`config.mk`:
```
export PLATFORM = sky130hd
export DESIGN_NAME = gemm_requant_pack
export DESIGN_NICKNAME = d
export VERILOG_FILES = /design/src/rtl/gemm_requant_pack.sv
export SDC_FILE = /design/constraint.sdc
export NUM_CORES = 2
export LEC_CHECK = 0
export CORE_MARGIN = 10
export CORE_UTILIZATION = 45
export CTS_CLUSTER_SIZE = 25
export DETAILED_ROUTE_END_ITERATION = 16
export SLEW_MARGIN = 20
export SYNTH_ARGS = -nofsm -noshare
export SYNTH_HDL_FRONTEND = slang
export SYNTH_SLANG_ARGS = --single-unit
export TNS_END_PERCENT = 30
```
`constraint.sdc`:
```
create_clock -name clk -period 7.1 [get_ports clk]
set_input_delay 1.065 -clock clk [delete_from_list [all_inputs] [get_ports clk]]
set_output_delay 1.065 -clock clk [all_outputs]
set_load 0.02 [all_outputs]
```
`src/rtl/gemm_requant_pack.sv`:
```
// gemm_requant_pack
//   Requantises the signed accumulator stream from the GEMM core and packs
//   PACK saturated lanes into one output word for the writeback/DMA stage.
//   Per element: p = (acc + bias) * mult, then r = round_half_up(p >> shift),
//   saturated to signed OUT_WIDTH. in_last flushes a partial word.
//
//   Optional build macro: GEMM_REQUANT_RELU_EN
//     defined   -> negative saturated lanes are forced to 0 (clips are still
//                  counted on the pre-ReLU value)
//     undefined -> saturated lanes pass through unchanged
//
// Ports
//   clk, rst_n          clock, asynchronous active-low reset
//   cfg_bias/mult/shift live requant configuration (change only when idle)
//   cfg_clear_perf      synchronous clear of perf_sat_count (wins over a clip)
//   in_valid/ready/data/last   accumulator stream
//   out_valid/ready/data/last  packed word stream, lane 0 in the LSBs
//   out_lane_mask       one bit per populated lane
//   busy                any pipeline stage or pack register occupied
//   perf_sat_count      wrapping count of clipped lanes
module gemm_requant_pack #(
  parameter int ACC_WIDTH  = 32,
  parameter int OUT_WIDTH  = 8,
  parameter int PACK       = 4,
  parameter int MULT_WIDTH = 16
) (
  input  logic                      clk,
  input  logic                      rst_n,
  input  logic [ACC_WIDTH-1:0]      cfg_bias,
  input  logic [MULT_WIDTH-1:0]     cfg_mult,
  input  logic [4:0]                cfg_shift,
  input  logic                      cfg_clear_perf,
  input  logic                      in_valid,
  output logic                      in_ready,
  input  logic [ACC_WIDTH-1:0]      in_data,
  input  logic                      in_last,
  output logic                      out_valid,
  input  logic                      out_ready,
  output logic [PACK*OUT_WIDTH-1:0] out_data,
  output logic                      out_last,
  output logic [PACK-1:0]           out_lane_mask,
  output logic                      busy,
  output logic [31:0]               perf_sat_count
);

  localparam int SW = ACC_WIDTH + 1;               // bias sum width
  localparam int PW = ACC_WIDTH + 1 + MULT_WIDTH;  // full-precision product
  localparam int RW = PW + 1;                      // headroom for rounding add
  localparam int CW = $clog2(PACK + 1);            // lane count 0..PACK

  localparam logic signed [RW-1:0] SAT_MAX = {{(RW-OUT_WIDTH+1){1'b0}}, {(OUT_WIDTH-1){1'b1}}};
  localparam logic signed [RW-1:0] SAT_MIN = {{(RW-OUT_WIDTH+1){1'b1}}, {(OUT_WIDTH-1){1'b0}}};

  // Whole pipeline moves together; a stalled output word freezes every stage.
  logic adv;

  // Stage 1 registers
  logic                 s1_valid_reg;
  logic                 s1_last_reg;
  logic signed [PW-1:0] p_reg;
  logic signed [SW-1:0] sum_next;
  logic signed [PW-1:0] p_next;

  // Stage 2 / pack state
  logic [CW-1:0]        cnt_reg;
  logic [CW-1:0]        base_cnt;
  logic                 done_reg;      // pack word complete, hand off next edge
  logic                 pack_last_reg;
  logic                 word_end;
  logic [PACK*OUT_WIDTH-1:0] pack_data;
  logic [PACK-1:0]           pack_mask;

  // Output registers
  logic                      out_valid_reg;
  logic                      out_last_reg;
  logic [PACK*OUT_WIDTH-1:0] out_data_reg;
  logic [PACK-1:0]           out_mask_reg;
  logic [31:0]               perf_reg;

  // Requant datapath
  logic signed [RW-1:0]  p_ext;
  logic        [RW-1:0]  half_u;
  logic signed [RW-1:0]  r_val;
  logic                  clip_hi;
  logic                  clip_lo;
  logic [OUT_WIDTH-1:0]  lane_sat;
  logic [OUT_WIDTH-1:0]  lane_val;

  assign adv      = !out_valid_reg || out_ready;
  assign in_ready = adv;

  always_comb begin
    sum_next = SW'($signed(in_data)) + SW'($signed(cfg_bias));
    p_next   = PW'(sum_next) * PW'($signed(cfg_mult));
  end

  always_comb begin
    p_ext  = RW'(p_reg);
    // 2^(shift-1) for shift>0, 0 for shift==0
    half_u = (RW'(1) << cfg_shift) >> 1;
    r_val  = (p_ext + $signed(half_u)) >>> cfg_shift;
    clip_hi = r_val > SAT_MAX;
    clip_lo = r_val < SAT_MIN;
    if (clip_hi)      lane_sat = {1'b0, {(OUT_WIDTH-1){1'b1}}};
    else if (clip_lo) lane_sat = {1'b1, {(OUT_WIDTH-1){1'b0}}};
    else              lane_sat = r_val[OUT_WIDTH-1:0];
`ifdef GEMM_REQUANT_RELU_EN
    lane_val = lane_sat[OUT_WIDTH-1] ? '0 : lane_sat;
`else
    lane_val = lane_sat;
`endif
  end

  // A completed word is handed off on the same edge a new lane may land,
  // so the new lane always starts from index 0 of a cleared word.
  assign base_cnt = done_reg ? '0 : cnt_reg;
  assign word_end = (base_cnt == CW'(PACK - 1)) || s1_last_reg;

  generate
    for (genvar gi = 0; gi < PACK; gi++) begin : g_lane
      logic [OUT_WIDTH-1:0] lane_reg;
      logic                 lane_vld_reg;

      always_ff @(posedge clk or negedge rst_n) begin
        if (!rst_n) begin
          lane_reg     <= '0;
          lane_vld_reg <= 1'b0;
        end else if (adv) begin
          if (s1_valid_reg && (base_cnt == CW'(gi))) begin
            lane_reg     <= lane_val;
            lane_vld_reg <= 1'b1;
          end else if (done_reg) begin
            lane_reg     <= '0;
            lane_vld_reg <= 1'b0;
          end
        end
      end

      assign pack_data[gi*OUT_WIDTH +: OUT_WIDTH] = lane_reg;
      assign pack_mask[gi]                        = lane_vld_reg;
    end
  endgenerate

  always_ff @(posedge clk or negedge rst_n) begin
    if (!rst_n) begin
      s1_valid_reg  <= 1'b0;
      s1_last_reg   <= 1'b0;
      p_reg         <= '0;
      cnt_reg       <= '0;
      done_reg      <= 1'b0;
      pack_last_reg <= 1'b0;
      out_valid_reg <= 1'b0;
      out_last_reg  <= 1'b0;
      out_data_reg  <= '0;
      out_mask_reg  <= '0;
    end else if (adv) begin
      s1_valid_reg <= in_valid;
      if (in_valid) begin
        p_reg       <= p_next;
        s1_last_reg <= in_last;
      end
      if (s1_valid_reg) begin
        cnt_reg  <= base_cnt + CW'(1);
        done_reg <= word_end;
      end else begin
        cnt_reg  <= base_cnt;
        done_reg <= 1'b0;
      end
      // Only a word's final lane can carry last, so tracking the newest lane suffices.
      pack_last_reg <= s1_valid_reg && s1_last_reg;
      if (done_reg) begin
        out_valid_reg <= 1'b1;
        out_data_reg  <= pack_data;
        out_mask_reg  <= pack_mask;
        out_last_reg  <= pack_last_reg;
      end else begin
        out_valid_reg <= 1'b0;
      end
    end
  end

  always_ff @(posedge clk or negedge rst_n) begin
    if (!rst_n) begin
      perf_reg <= '0;
    end else if (cfg_clear_perf) begin
      perf_reg <= '0;
    end else if (adv && s1_valid_reg && (clip_hi || clip_lo)) begin
      perf_reg <= perf_reg + 32'd1;
    end
  end

  assign out_valid      = out_valid_reg;
  assign out_data       = out_data_reg;
  assign out_last       = out_last_reg;
  assign out_lane_mask  = out_mask_reg;
  assign perf_sat_count = perf_reg;
  assign busy           = s1_valid_reg || (cnt_reg != '0) || out_valid_reg;

endmodule

```
==> images/floorplan.png <==
Pins as bars on the die edge.
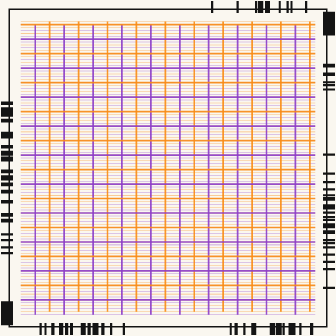
orange -> VDD
purple -> VSS
rows = 101
met4 straps = 20
met1 rails = 102

==> images/class_map.png <==
The bar under the picture is 100 um long.
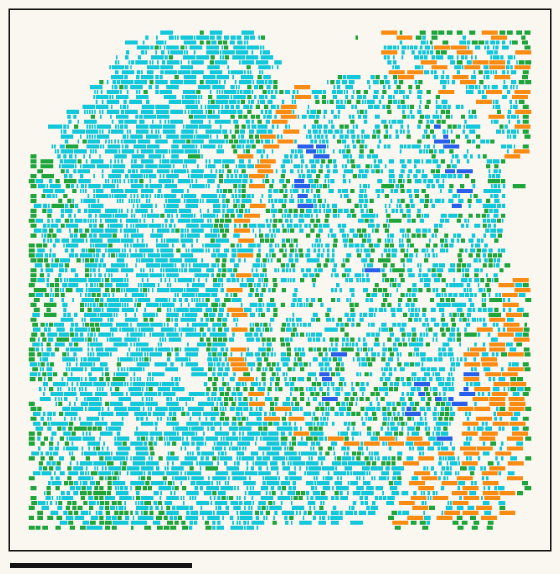
orange -> registers  # cells 162, share of their area 9.2%
cyan -> remaining logic cells  # cells 3759, share of their area 69%
blue -> clock drivers and dummy loads  # cells 32, share of their area 1.4%
green -> remaining buffers and delay cells  # cells 1073, share of their area 20%

==> images/clock_wires.png <==
The bar under the picture is 100 um long.
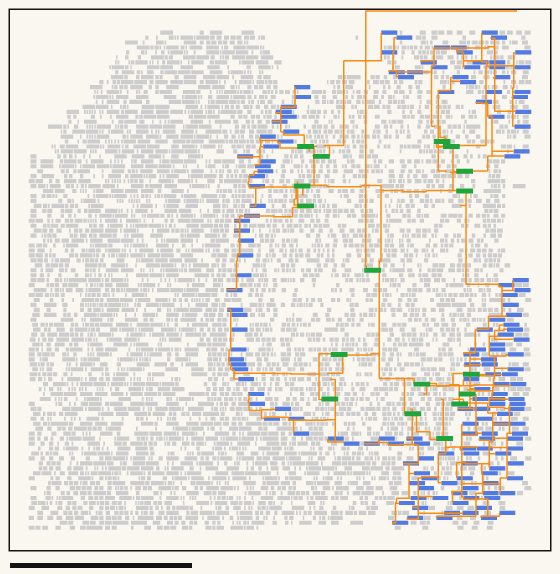
green -> clock-net drivers  # count 17
orange -> clock wires  # length 2980 um
blue -> flip-flops  # count 162
routed clock nets = 18
clk_lat worst skew: 0.48 ns
Worst Skew: 0.0231 ns

==> images/layers.png <==
Two of the layers only.
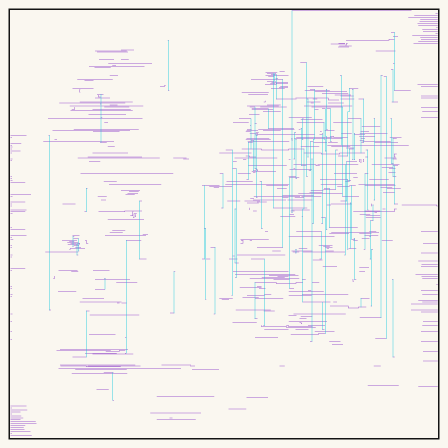
cyan -> M4  # wire length 3800 um
purple -> M3  # wire length 6360 um
average routed wire per standard cell: 18.8 um
vias: 33000
WL final: 114000 um
Total GRT Usage: 26.2%

==> logic make-up (layout without fill, tap and decap cells) <==
family                     count (synthesis)  count (layout)  synth area share (%)
and+or+nand+nor                         1470            1470                  21.1
DFF                                      162             162                  11.8
buffers and inverters                    795            1680                  8.78
AOI/OAI and AO/OA                        800             800                  15.8
adders and majority gates                688             688                  35.9
xor gates and xnor gates                 126             126                  3.20
muxes                                    100             100                  3.36
==> worst reg2reg max path, delay by kind of cell, from the launching register on <==
kind / cells / cell delay [ns]
and+or+nand+nor: 5 / 1.69
AOI/OAI and AO/OA: 11 / 2.69
DFF: 1 / 0.39
adders and majority gates: 1 / 0.44
buffers and inverters: 4 / 0.70
==> through the flow <==
step / utilization, % / instances / instance area [um^2] / setup slack (ns)
4_1_cts: 59.1 / 6046 / 44900 / -2.19
2_1_floorplan: - / 4141 / 34800 / -2.22
3_5_place_dp: 57.4 / 5979 / 43600 / -3.13
6_report: 59.8 / 6056 / 45400 / -2.14
5_1_grt: 59.8 / 6056 / 45400 / -2.46
3_3_place_gp: 57.4 / 5979 / 43600 / -2.97
==> metal layers <==
layer | track usage, % | up-vias | part of all wire [%] | wire length (um)
met5 | 0 | - | 0 | 0
met4 | 8.56 | 0 | 3.3 | 3800
met3 | 2.99 | 188 | 5.6 | 6360
met2 | 44.2 | 1004 | 47 | 53800
met1 | 34.7 | 16300 | 44 | 49900
li1 | - | 15600 | - | -
==> cell type report <==
| cell class | instances | share of cell area [%] |
|---|---|---|
| repair buffers | 1073 | 19.4 |
| multi-input cells | 3184 | 62.7 |
| clock buffers | 17 | 0.937 |
| inverters | 575 | 4.76 |
| flip-flops and latches | 162 | 8.93 |
| clock inverters | 15 | 0.438 |
| well taps | 1030 | 2.84 |
==> worst paths after layout <==
kind | endpoint | cells past startpoint | start
hold reg to reg | pack_last_reg$_DFFE_PN0N_ | 2 | pack_last_reg$_DFFE_PN0N_
setup / recovery | p_reg[48]$_DFFE_PN0P_ | 40 | in_data[2]
setup reg to reg | g_lane[2].lane_reg[5]$_DFFE_PN0P_ | 21 | p_reg[12]$_DFFE_PN0P_
min in group asynchronous | out_data[14]$_DFFE_PN0P_ | 1 | rst_n
hold / removal | pack_last_reg$_DFFE_PN0N_ | 2 | pack_last_reg$_DFFE_PN0N_
max in group asynchronous | p_reg[35]$_DFFE_PN0P_ | 2 | rst_n
==> timing repair <==
item / CTS / global route
buffers inserted: 37 / 14
resized: 124 / 95
pin swaps: 103 / 54
endpoints found under the setup margin: 97 / 99
==> Changelog: implementation <==
### Physical design

- # IOs: 163
- Vias in the first global route: 34200
- Fillers: 6859
- Yosys chip area: 0.0344 mm^2
- Synth cell count leaders: 572 x inv_1, 515 x nand2_1, 502 x fa_1, 248 x and2_1, 237 x nor2_1
- TritonCTS clock tree: yes
- Most frequent logic cell in the layout: buf_4
- Crit-path max FO: 4
- Final worst-path cycle share: 130%
- Row cnt: 101
- FP Util: 45.4%
- Tmin final: 9.24 ns
- Flops after synth: 162
- Detailed Place HPWL: 95200 um
- Num CTS Buffers: 17
- Crit. End Element: flip-flop
- ANT cells: 0
- Worst-margin pin slew: 0.877 ns
- Grt ovf: 0
- CP required: 7.44 ns
- Comb. cell area: 0.0285 mm^2
- Layout cell share with drive strength beyond 1: 25.0%
- WP data arrival: 9.58 ns
- DRT Pass-1 Iters: 8
- Outcome: complete, but fails checks
- R2r setup slk: 1.14 ns
- Clock-pin slew on the worst setup and hold paths: 0.08 ns
- Placeable Area: 0.0759 mm^2
- Vias/cell: 5.45
- Worst setup SP type: primary input
- Ys async rst share: 100%
- CTS max path bufs: 2
- Number of max-cap violations: 0
- Worst path max stage delay: 0.56 ns
- Tool warnings: 32
- Root Buffer: clkbuf_16
- Nets: 5791
- Largest net degree at the start of global routing: 85
- Unrepaired setup endpoints after global routing: yes
- Setup_tns: -48.13 ns
- Most frequent cells in the layout: 872 x buf_4, 554 x inv_1, 506 x nand2_1
- Primary FF master, synth: dfrtp_1
- Detail Route Antenna Nets: 0
- Failing checks: setup timing
- Post-Syn Nets: 4919
- Fin. Hold Viols: 0
- Die Ht: 297 um
- Yosys cell count: 4141
- Critical path class: primary input to flip-flop
- CP delay by family, top: adder cells
- Cells after Synth: 4141
- Slew Viols, Final: 0
- CP most frequent cell: fa_1
- Storage cell area: 0.00405 mm^2
- DR iter-0 viols: 2244
- Worst Slack Setup Final: -2.14 ns
- Sink Count: 162
- Yosys cell types: 111
- Die Wd: 297 um
- Number of flops mapped to enable cells by yosys: 0
- WP buf/inv: 9
- Area share, top type: 29.2%
- Final tally of setup violations: 71
- Yosys warning count: 0
- Yosys top cell by area: fa_1
- Cell area leaders: fa_1 29%, dfrtp_1 12%, ha_1 6.7%, inv_1 6.2%, nand2_1 5.6%
- Die ar.: 0.0880 mm^2
- H-tree Lvls: 4
